## config.mk

```make
export PLATFORM = sky130hd
export DESIGN_NAME = gf_alu_pipe
export DESIGN_NICKNAME = d
export VERILOG_FILES = /design/src/rtl/gf_alu_pipe.sv
export SDC_FILE = /design/constraint.sdc
export NUM_CORES = 1
export LEC_CHECK = 0
export CAP_MARGIN = 30
export CORE_MARGIN = 4
export CORE_UTILIZATION = 50
export DETAILED_ROUTE_END_ITERATION = 16
export PLACE_DENSITY = 0.77
export SYNTH_ARGS = -nofsm -noshare
export SYNTH_HDL_FRONTEND = slang
export SYNTH_SLANG_ARGS = --single-unit
export TNS_END_PERCENT = 20
```

## constraint.sdc

```tcl
create_clock -name clk -period 6.85 [get_ports clk]
set_input_delay 1.7125 -clock clk [delete_from_list [all_inputs] [get_ports clk]]
set_output_delay 1.7125 -clock clk [all_outputs]
set_load 0.03 [all_outputs]
```

## src/rtl/gf_alu_pipe.sv

```systemverilog
// gf_alu_pipe: GF(2^M) arithmetic unit in index encoding (0 = zero, k = alpha^(k-1)).
// ADD/MUL/DIV finish in one cycle. POW is iterative, one exponent bit per cycle.
// Result handshake is valid/ready, and a new request can be accepted while a held result is consumed.
// Build option: define GF_POW_EN to include the POW datapath and BUSY state.
// Without it, op=3 completes in one cycle with out=0, err=1.
//
//   state | meaning
//   ------+-----------------------------------------------------------
//   IDLE  | no result held, ready for a request
//   BUSY  | POW iterating over exponent bits, MSB first (GF_POW_EN only)
//   HOLD  | result on out/err, waiting for out_ready
module gf_alu_pipe #(
    parameter int         M    = 3,
    parameter logic [M:0] POLY = 4'b1011
) (
    input  logic         clk,
    input  logic         reset,
    input  logic         in_valid,
    output logic         in_ready,
    input  logic [1:0]   op,
    input  logic [M-1:0] a,
    input  logic [M-1:0] b,
    output logic         out_valid,
    input  logic         out_ready,
    output logic [M-1:0] out,
    output logic         err
);

    localparam int         Q   = 1 << M;
    localparam int         N   = Q - 1;
    localparam logic [M:0] N_W = N[M:0];
    localparam logic [M-1:0] ONE = 1;

    localparam logic [1:0] OP_ADD = 2'd0;
    localparam logic [1:0] OP_MUL = 2'd1;
    localparam logic [1:0] OP_DIV = 2'd2;

`ifdef GF_POW_EN
    typedef enum logic [1:0] {IDLE = 2'd0, BUSY = 2'd1, HOLD = 2'd2} state_t;
    localparam int CW = $clog2(M + 1);
`else
    typedef enum logic [1:0] {IDLE = 2'd0, HOLD = 2'd2} state_t;
`endif

    state_t         state;
    logic [M-1:0]   out_r;
    logic           err_r;
    logic           accept;

    // Polynomial value of a code: alpha^(k-1) reduced modulo POLY. Code 0 maps to 0.
    function automatic logic [M-1:0] code_to_poly(input int k);
        logic [M:0] v;
        v = {{M{1'b0}}, 1'b1};
        for (int i = 1; i < Q; i++) begin
            if (i < k) begin
                v = {v[M-1:0], 1'b0};
                if (v[M]) v = v ^ POLY;
            end
        end
        return (k == 0) ? '0 : v[M-1:0];
    endfunction

    // Inverse of code_to_poly. Value 0 matches no nonzero code, so it stays code 0.
    function automatic logic [M-1:0] poly_to_code(input int p);
        logic [M-1:0] r;
        r = '0;
        for (int k = 1; k < Q; k++) begin
            if (code_to_poly(k) == p[M-1:0]) r = k[M-1:0];
        end
        return r;
    endfunction

    logic [M-1:0] antilog_tbl [Q];
    logic [M-1:0] log_tbl     [Q];

    for (genvar k = 0; k < Q; k++) begin : g_tbl
        assign antilog_tbl[k] = code_to_poly(k);
        assign log_tbl[k]     = poly_to_code(k);
    end

    // Single-cycle datapath: exponent sums and differences are kept in 0..2N-1, then one conditional subtract.
    logic [M-1:0] ea, eb, res_comb;
    logic [M:0]   sum_e, diff_e, mul_e, div_e;
    logic         err_comb;
    always_comb begin
        ea       = a - ONE;
        eb       = b - ONE;
        sum_e    = {1'b0, ea} + {1'b0, eb};
        mul_e    = (sum_e >= N_W) ? sum_e - N_W : sum_e;
        diff_e   = {1'b0, ea} + (N_W - {1'b0, eb});
        div_e    = (diff_e >= N_W) ? diff_e - N_W : diff_e;
        res_comb = '0;
        err_comb = 1'b0;
        case (op)
            OP_ADD: res_comb = log_tbl[antilog_tbl[a] ^ antilog_tbl[b]];
            OP_MUL: res_comb = (a == '0 || b == '0) ? '0 : mul_e[M-1:0] + ONE;
            OP_DIV: begin
                err_comb = (b == '0);
                res_comb = (a == '0 || b == '0) ? '0 : div_e[M-1:0] + ONE;
            end
            default: begin
                res_comb = '0;
                err_comb = 1'b1;
            end
        endcase
    end

`ifdef GF_POW_EN
    logic [M-1:0]  acc, acc_nxt, pow_ea, pow_b, pow_res;
    logic          pow_a_zero;
    logic [CW-1:0] bit_cnt;
    logic [M:0]    dbl, dbl_m, stp, stp_m;

    // One POW step: acc = (2*acc + b[i]*(a-1)) mod N, which keeps acc < N.
    always_comb begin
        dbl     = {acc, 1'b0};
        dbl_m   = (dbl >= N_W) ? dbl - N_W : dbl;
        stp     = dbl_m + (pow_b[bit_cnt] ? {1'b0, pow_ea} : '0);
        stp_m   = (stp >= N_W) ? stp - N_W : stp;
        acc_nxt = stp_m[M-1:0];
        if (pow_a_zero) pow_res = (pow_b == '0) ? ONE : '0;
        else            pow_res = acc_nxt + ONE;
    end
`endif

    assign accept    = in_valid && in_ready;
    assign in_ready  = (state == IDLE) || (state == HOLD && out_ready);
    assign out_valid = (state == HOLD);
    assign out       = out_r;
    assign err       = err_r;

    // Control FSM. The result register only loads on a completion, so out/err are stable in HOLD.
    always_ff @(posedge clk) begin
        if (reset) begin
            state <= IDLE;
            out_r <= '0;
            err_r <= 1'b0;
`ifdef GF_POW_EN
            acc        <= '0;
            bit_cnt    <= '0;
            pow_ea     <= '0;
            pow_b      <= '0;
            pow_a_zero <= 1'b0;
`endif
        end else begin
            case (state)
                IDLE, HOLD: begin
                    if (accept) begin
`ifdef GF_POW_EN
                        if (op == 2'd3) begin
                            acc        <= '0;
                            bit_cnt    <= CW'(M - 1);
                            pow_ea     <= (a == '0) ? '0 : a - ONE;
                            pow_b      <= b;
                            pow_a_zero <= (a == '0);
                            state      <= BUSY;
                        end else begin
                            out_r <= res_comb;
                            err_r <= err_comb;
                            state <= HOLD;
                        end
`else
                        out_r <= res_comb;
                        err_r <= err_comb;
                        state <= HOLD;
`endif
                    end else if (state == HOLD && out_ready) begin
                        state <= IDLE;
                    end
                end
`ifdef GF_POW_EN
                BUSY: begin
                    acc <= acc_nxt;
                    if (bit_cnt == '0) begin
                        out_r <= pow_res;
                        err_r <= 1'b0;
                        state <= HOLD;
                    end else begin
                        bit_cnt <= bit_cnt - 1'b1;
                    end
                end
`endif
                default: state <= IDLE;
            endcase
        end
    end

endmodule
```

### The metal 1 layer

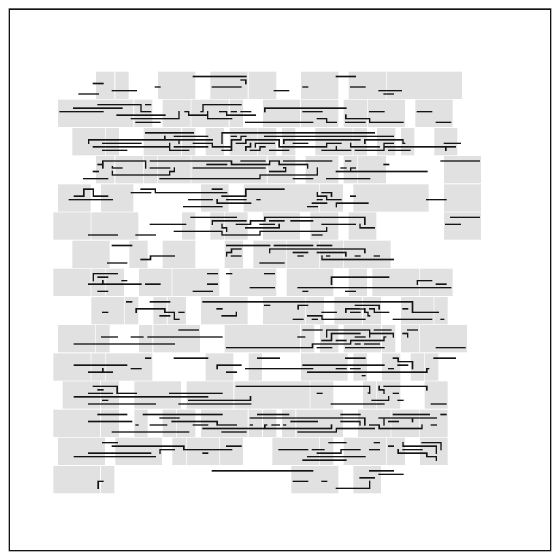
151 nets have wire on it. The longest straight run is 20.2 um. The layer carries 960 um of wire. The layer holds 44% of the routed length. The wires run mostly horizontal.

### Drive-strength map

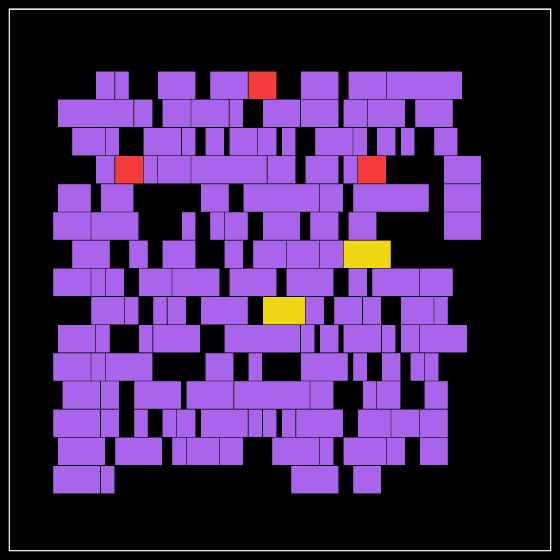
Key: purple = _0 and _1 cells [cells 138, share 97%]; yellow = _2 cells [cells 2, share 1.4%]; red = _3 and _4 cells [cells 3, share 2.1%]

### Cell area per tile

Scale bar: 20 um. 10 x 10 tiles, from dark blue (low) to red (high), 0 to 100% covered.
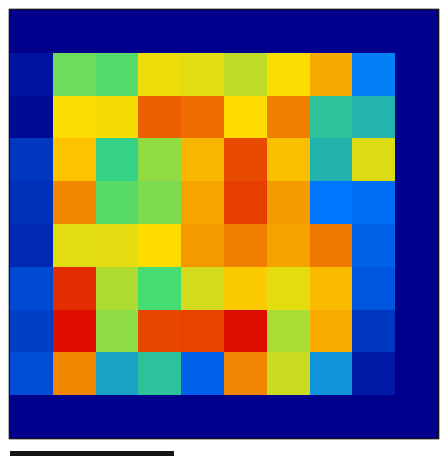
26% of the tiles are over 75% full. The mean over all tiles is 43%. The densest ninth of the die: center. 28% of the tiles are nearly empty.

==> impl_metrics.json <==
{
  "post_cts_resized": 0,
  "postRouteWirelength_mm": 2.16,
  "worst-path-max-fanout": 6,
  "synthTopLogicFamily": "adder cells",
  "timing.slew.headroom_pct": 67.4,
  "leakage_nw": 0.558,
  "drt_first_pass_iters": 4,
  "drt-initial-drc-count": 13,
  "outcome": "finished clean",
  "cts-hold-fix-buffers": 0,
  "slew_viol_final": 0,
  "crit_start": "b[0]",
  "clock_sinks": 5,
  "clock_tree_from_tritoncts": "yes",
  "p_per_area_nw_per_um2": 167,
  "die_area_um2": 2720,
  "setup_violations": 0,
  "yosys_register_bits": 5,
  "die_y_um": 52.2,
  "die_w_um": 52.2,
  "globalRouteMet3Util_pct": 4.87,
  "cts_made_buffers": 3,
  "grt_usage_pct": 18.0,
  "yosys_warning_count": 0,
  "regToRegEndpoint": "out[2]",
  "clk_latency_late_pin_ns": 0.25,
  "globalRoute.busiestLayer": "met2",
  "synth_top_flop_cell": "sky130_fd_sc_hd__dfxtp_1",
  "adder_share_pct": 29.8,
  "synth.avg_cell_area_um2": 7.86,
  "ys_chip_area_um2": 975
}
==> power groups by stage <==
stage	sequential, mW	combinational [mW]	clock, mW
6_report	0.0330	0.129	0.0375
5_1_grt	0.0334	0.146	0.0403
4_1_cts	0.0330	0.129	0.0376
3_5_place_dp	0.0336	0.128	0
3_3_place_gp	0.0335	0.124	0
2_1_floorplan	0.0384	0.0906	0
==> cells in the final DEF (no fill, tap or decap), drive strengths merged, types with 2 or more instances in the layout <==
master	netlist	layout
a211oi	2	2
a21o	2	2
a21oi	12	12
a31oi	2	2
clkbuf	1	4
clkdlybuf4s50	0	17
dfxtp	5	5
fa	2	2
ha	20	20
inv	17	17
nand2	5	5
nand2b	2	2
nand3	2	2
nand3b	2	2
nor2	10	10
nor2b	4	4
nor3b	2	2
o211ai	2	2
o21ai	5	5
xnor2	8	8
xor2	2	2
==> stage by stage <==
stage / instance area, um2 / cells / util [%] / hold WS (ns) / power (mW)
3_3_place_gp: 1170 / 164 / 65.4 / 0.442 / 0.157
5_1_grt: 1190 / 168 / 66.9 / 0.487 / 0.220
4_1_cts: 1190 / 168 / 66.9 / 0.462 / 0.199
3_5_place_dp: 1170 / 164 / 65.4 / 0.457 / 0.162
6_report: 1190 / 168 / 66.9 / 0.463 / 0.199
2_1_floorplan: 975 / 124 / - / 0.570 / 0.129
==> worst min path at each step <==
stage | startpoint | endpoint | slack, ns | cells past startpoint
after global placement | err | err | 0.44 | 2
after detailed placement | err | err | 0.46 | 2
after global routing | err | err | 0.49 | 2
after CTS | err | err | 0.46 | 2
after floorplan | err | err | 0.57 | 2
final | err | err | 0.46 | 2
==> routing by layer <==
layer,wire length [um],vias up
met5,0,-
met4,8,0
met3,90,2
met2,1110,19
met1,959,423
li1,-,476
==> synth_stat cells (2+ instances only) <==
library cell / instances
sky130_fd_sc_hd__nor3b_1: 2
sky130_fd_sc_hd__fa_1: 2
sky130_fd_sc_hd__a21o_1: 2
sky130_fd_sc_hd__nand3b_1: 2
sky130_fd_sc_hd__a31oi_1: 2
sky130_fd_sc_hd__nand2_1: 5
sky130_fd_sc_hd__nand3_1: 2
sky130_fd_sc_hd__dfxtp_1: 5
sky130_fd_sc_hd__o211ai_1: 2
sky130_fd_sc_hd__nor2b_1: 4
sky130_fd_sc_hd__o21ai_0: 5
sky130_fd_sc_hd__nand2b_1: 2
sky130_fd_sc_hd__nor2_1: 10
sky130_fd_sc_hd__inv_1: 17
sky130_fd_sc_hd__xnor2_1: 8
sky130_fd_sc_hd__a21oi_1: 12
sky130_fd_sc_hd__ha_1: 20
sky130_fd_sc_hd__a211oi_1: 2
sky130_fd_sc_hd__xor2_1: 2
==> final cells by class <==
cell class / instances / area, um2 / area share (%)
sequential: 5 / 100 / 8.39
inverter: 17 / 63.8 / 5.35
tap: 25 / 31.3 / 2.62
timing repair buffer: 17 / 170 / 14.3
clock buffer: 4 / 26.3 / 2.20
multi-input combinational: 100 / 801 / 67.2
==> registers in the layout (all words and copies together), names as in the netlist <==
signal  cells
out         3
err         1
state       1
Power and IR drop assume default switching activity.
